File: src/rtl/pc_fetch_unit.sv
// Instruction-fetch front end: PC register, imem request/response handshake, decode hand-off.
// Optional misaligned-PC fault state enabled by defining FETCH_ALIGN_CHECK_EN.
module pc_fetch_unit #(
  parameter logic [63:0] RESET_PC = 64'h0
) (
  input  logic        CLK,
  input  logic        Reset,
  input  logic [63:0] nextPC,
  output logic [63:0] currentPC,
  output logic        imemReqValid,
  input  logic        imemReqReady,
  output logic [63:0] imemAddr,
  input  logic        imemRespValid,
  input  logic [31:0] imemRespData,
  output logic        instrValid,
  output logic [31:0] instruction,
  input  logic        instrReady,
  output logic [31:0] retireCount,
  output logic        fault
);

`ifdef FETCH_ALIGN_CHECK_EN
  typedef enum logic [2:0] {IDLE, FETCH, WAIT, HOLD, FAULT} state_t;
`else
  typedef enum logic [1:0] {IDLE, FETCH, WAIT, HOLD} state_t;
`endif

  state_t state;

  // Request and presentation flags decode straight from the state register.
  assign imemReqValid = (state == FETCH);
  assign instrValid   = (state == HOLD);
  assign imemAddr     = currentPC;

  always_ff @(posedge CLK) begin
    if (Reset) begin
      state       <= IDLE;
      currentPC   <= RESET_PC;
      instruction <= 32'h0;
      retireCount <= 32'h0;
      fault       <= 1'b0;
    end else begin
      case (state)
        IDLE:  state <= FETCH;
        FETCH: if (imemReqReady) state <= WAIT;
        WAIT: begin
          if (imemRespValid) begin
            instruction <= imemRespData;
            state       <= HOLD;
          end
        end
        HOLD: begin
          if (instrReady) begin
            retireCount <= retireCount + 32'd1;
`ifdef FETCH_ALIGN_CHECK_EN
            // Misaligned target is kept verbatim so it is visible when debugging.
            currentPC <= nextPC;
            if (nextPC[1:0] != 2'b00) begin
              fault <= 1'b1;
              state <= FAULT;
            end else begin
              state <= FETCH;
            end
`else
            currentPC <= nextPC & ~64'h3;
            state     <= FETCH;
`endif
          end
        end
`ifdef FETCH_ALIGN_CHECK_EN
        FAULT:   state <= FAULT;
`endif
        default: state <= IDLE;
      endcase
    end
  end

endmodule
File: config.mk
export PLATFORM = sky130hd
export DESIGN_NAME = pc_fetch_unit
export DESIGN_NICKNAME = d
export VERILOG_FILES = /design/src/rtl/pc_fetch_unit.sv
export SDC_FILE = /design/constraint.sdc
export NUM_CORES = 1
export LEC_CHECK = 0
export CORE_MARGIN = 2
export CORE_UTILIZATION = 42
export CTS_CLUSTER_DIAMETER = 60
export DETAILED_ROUTE_END_ITERATION = 10
export PLACE_DENSITY_LB_ADDON = 0.08
export SYNTH_ARGS = -nofsm -noshare
export SYNTH_HDL_FRONTEND = slang
export SYNTH_SLANG_ARGS = --single-unit
File: constraint.sdc
create_clock -name CLK -period 4.36 [get_ports CLK]
set_input_delay 0.872 -clock CLK [delete_from_list [all_inputs] [get_ports CLK]]
set_output_delay 0.872 -clock CLK [all_outputs]
set_load 0.05 [all_outputs]
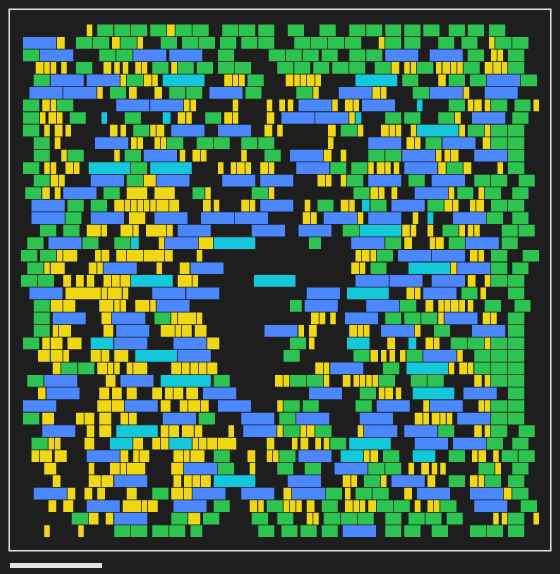
(placed cells, one color a class)
Bar = 20 um.
legend:
  green:
    class: other buffers and delay cells
    cells: 291
    share_of_their_area: 35%
  cyan:
    class: clock drivers and dummy loads
    cells: 32
    share_of_their_area: 7.0%
  blue:
    class: flip-flops
    cells: 128
    share_of_their_area: 31%
  yellow:
    class: all other logic
    cells: 448
    share_of_their_area: 27%
Final Util: 67.19%
Core Footprint: 12570 sq um
design area: 8444 sq um
# rows: 41
Seq/total area: 30.35%

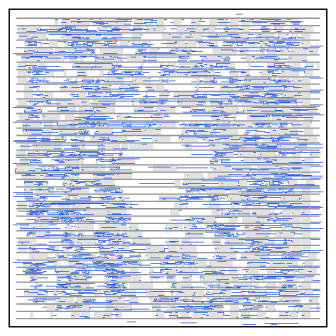
(metal 1)
Supply wires on this layer in gray.
nets with wire on the layer: 875
longest straight run: 45.1 um
share of all routed wire: 38%
main direction: horizontal
DR vias: 5332
GRT met1 Usage: 27.12%
Routed Wire Length: 17.23 mm

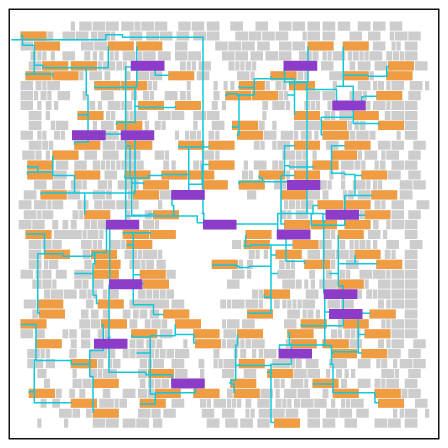
(clock wires, drivers and flops)
legend:
  cyan:
    item: clock wires
    length: 1530 um
  purple:
    item: cells driving clock nets
    count: 17
  orange:
    item: flip-flops
    count: 128
flops lie: spread over the die

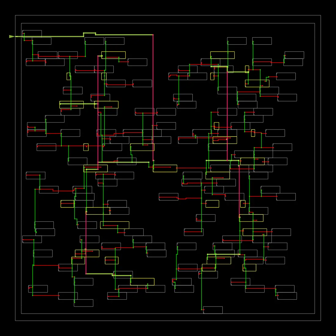
(clock routing)
cts bufs inserted: 17
FF+latch count: 128

==> flow_summary.ini <==
; generated from flow reports
[outcome]
status = finished, final reports clean

[global_route]
grt_max_degree = 110
grt_usage_pct = 24.61
grt_pass1_wl_mm = 26.89
gr-usage-met2_pct = 42.95
antenna_found_initial = 0
top_usage_layer = met2
grtUsageMet3_pct = 7.490
grt-ovfl-total = 0
grt_pass1_vias = 5055

[worst_setup_path]
endpoint_kind = output pin
critPathArrivalTime_ps = 1970
r2r_end = retireCount[27]$_SDFFE_PP0P_
cp_num_buf_inv = 1
reg2reg_depth = 5
cp.required_ps = 3490
r2r-start = state[0]$_SDFFE_PP0P_
cp_cell_sequence = ha_1 -> clkdlybuf4s50_1
cpLargestDelayFamily = buffers and inverters
path_class = reg -> out
cp_slowest_cell = clkdlybuf4s50_1
start_kind = flop
cpPeakStageDelay_ps = 860
cp_max_fo = 6
rrSetupSlack_ps = 1920

[layout]
fillers = 1059
layout_top_cell = clkdlybuf4s50_1
diodes = 0
seqCellArea_sq_um = 2562
fin_nets = 991
final_cell_mix = clkdlybuf4s50_1 (287), nand2_1 (200), dfxtp_1 (128)
comb_area_sq_um = 2153
drive_above_1_share_pct = 4.449
syn_to_final_growth_pct = 56.63

[timing]
rsz0062_at_grt = no
layout_min_cycle_time_ps = 2841
tightest_slew_ps = 1220
finalHoldViolCount = 0
finalCritPeriodShare_pct = 65.16
fmax_ghz = 0.3520
tns_ps = 0
setup_viol = 0
layout_setup_ws_ps = 1519
fin_skew_ps = 7.965
slew_headroom_pct = 18.36
maxSlewViolCount = 0

[pwr]
power.leakage_nw = 2.844
power_mw = 3.618
powerDensity_nw_per_um2 = 428.5
vdd_ir_drop_max_mv = 0.2857

[routing]
drc = 0
viasPerCell = 4.979
wire_per_inst_um = 16.09
antenna_left = 0
dr.pass1.iters = 7
drtIter0Drc = 277

[clocking]
clkTransAtPathRegs_ps = 50
cts_setup_buffers = 0
hold_buffers = 0
cts_buffer_depth = 2
clock-sinks = 128
clkLatencyLatePin_ps = 410
h-tree-depth = 4
clk_root_buffer_cell = clkbuf_16
cts_tree = yes
cts-resized-gates = 0

[place]
dpl_cell_area_sq_um = 7871
pre_cts_slack_ps = 1165
gp_congestion = 0.7914
hpwlAfterDp_mm = 12.46
port_buffers = 288

[worst_hold_path]
holdPathStages = 2
hold_end = instruction[1]$_SDFFE_PP0P_
hp-class = reg -> reg
min-delay-start = instruction[1]$_SDFFE_PP0P_

[yosys]
top_cell_area_share_pct = 47.53
yosys_cells = 679
ys_types = 30
synth_chip_area_sq_um = 5391
ys_warn_count = 0
synth_flops = 128
synth_cells = 679
edf_count = 0
top_cells_by_count = nand2_1 (201), dfxtp_1 (128), a21oi_1 (111)
topCellsByArea = dfxtp_1 (48%), nand2_1 (14%), a21oi_1 (10%)
syn_avg_cell_area_sq_um = 7.940
yosys.area.top_type = dfxtp_1
yosys.cell_count.top_type = nand2_1
syn_area_sq_um = 5391
postSynth.asyncResetShare_pct = 0
ys_seq_share_pct = 47.53
ff_type = dfxtp_1

[floorplan]
ios = 296
chip_area_sq_um = 13760
fp.dieH_um = 117.3
fp_util_pct = 42.90
die_w_um = 117.3

[job]
warnings = 32
cap_violations = 0
-- through the flow --
stage               std cells  util, %  hold WS, ps
CTS                      1071    67.19        455.2
finish                   1071    67.19        453.2
detailed placement       1039    62.63        448.0
floorplan                 683        -        509.6
global route             1071    67.19        469.5
global placement         1039    62.63        442.0
-- power by group --
group          switching (mW)  total, mW  leakage, nW  internal, mW
clock network           0.477       1.35        0.287         0.871
registers              0.0568       1.31         1.03          1.25
logic                   0.641      0.964         1.52         0.324
-- flip-flops by register name (all words and copies together) (netlist names) --
signal and flops:
currentPC 62, retireCount 32, state 2, instruction 32
-- layout make-up --
class | instances | area share, %
clock inverter | 5 | 0.5927
multi-input combinational | 438 | 25.50
tap | 172 | 2.549
sequential | 128 | 30.35
inverter | 10 | 0.4445
clock buffer | 27 | 6.194
timing repair buffer | 291 | 34.38
-- how the worst max path moves through the flow --
stage,start,slack (ps),to,depth (start not counted)
3_5_place_dp,instrReady,1170,retireCount[23]$_SDFFE_PP0P_,5
2_1_floorplan,state[0]$_SDFFE_PP0P_,1960,retireCount[28]$_SDFFE_PP0P_,5
5_1_grt,state[0]$_SDFFE_PP0P_,1430,instrValid,2
6_report,state[0]$_SDFFE_PP0P_,1520,instrValid,2
3_3_place_gp,instrReady,1250,retireCount[29]$_SDFFE_PP0P_,5
4_1_cts,state[0]$_SDFFE_PP0P_,1480,instrValid,2
-- logic make-up after synthesis --
family          synth area share [%]
simple gates                   23.25
buf+inv                        12.88
mux                           0.8354
compound gates                 12.72
fa+ha+maj                     0.9283
other cells                  0.06955
xor+xnor                       1.787
flops                          47.53
-- layer usage --
metal  wire [um]  part of all wire [%]  vias to the layer above
met1        6572                    38                     2491
met2        8867                    51                      205
met5           0                     0                        -
li1            -                     -                     2594
met4         633                   3.7                        0
met3        1157                   6.7                       42
No activity file was given, so power comes from the tool's default toggle rates.
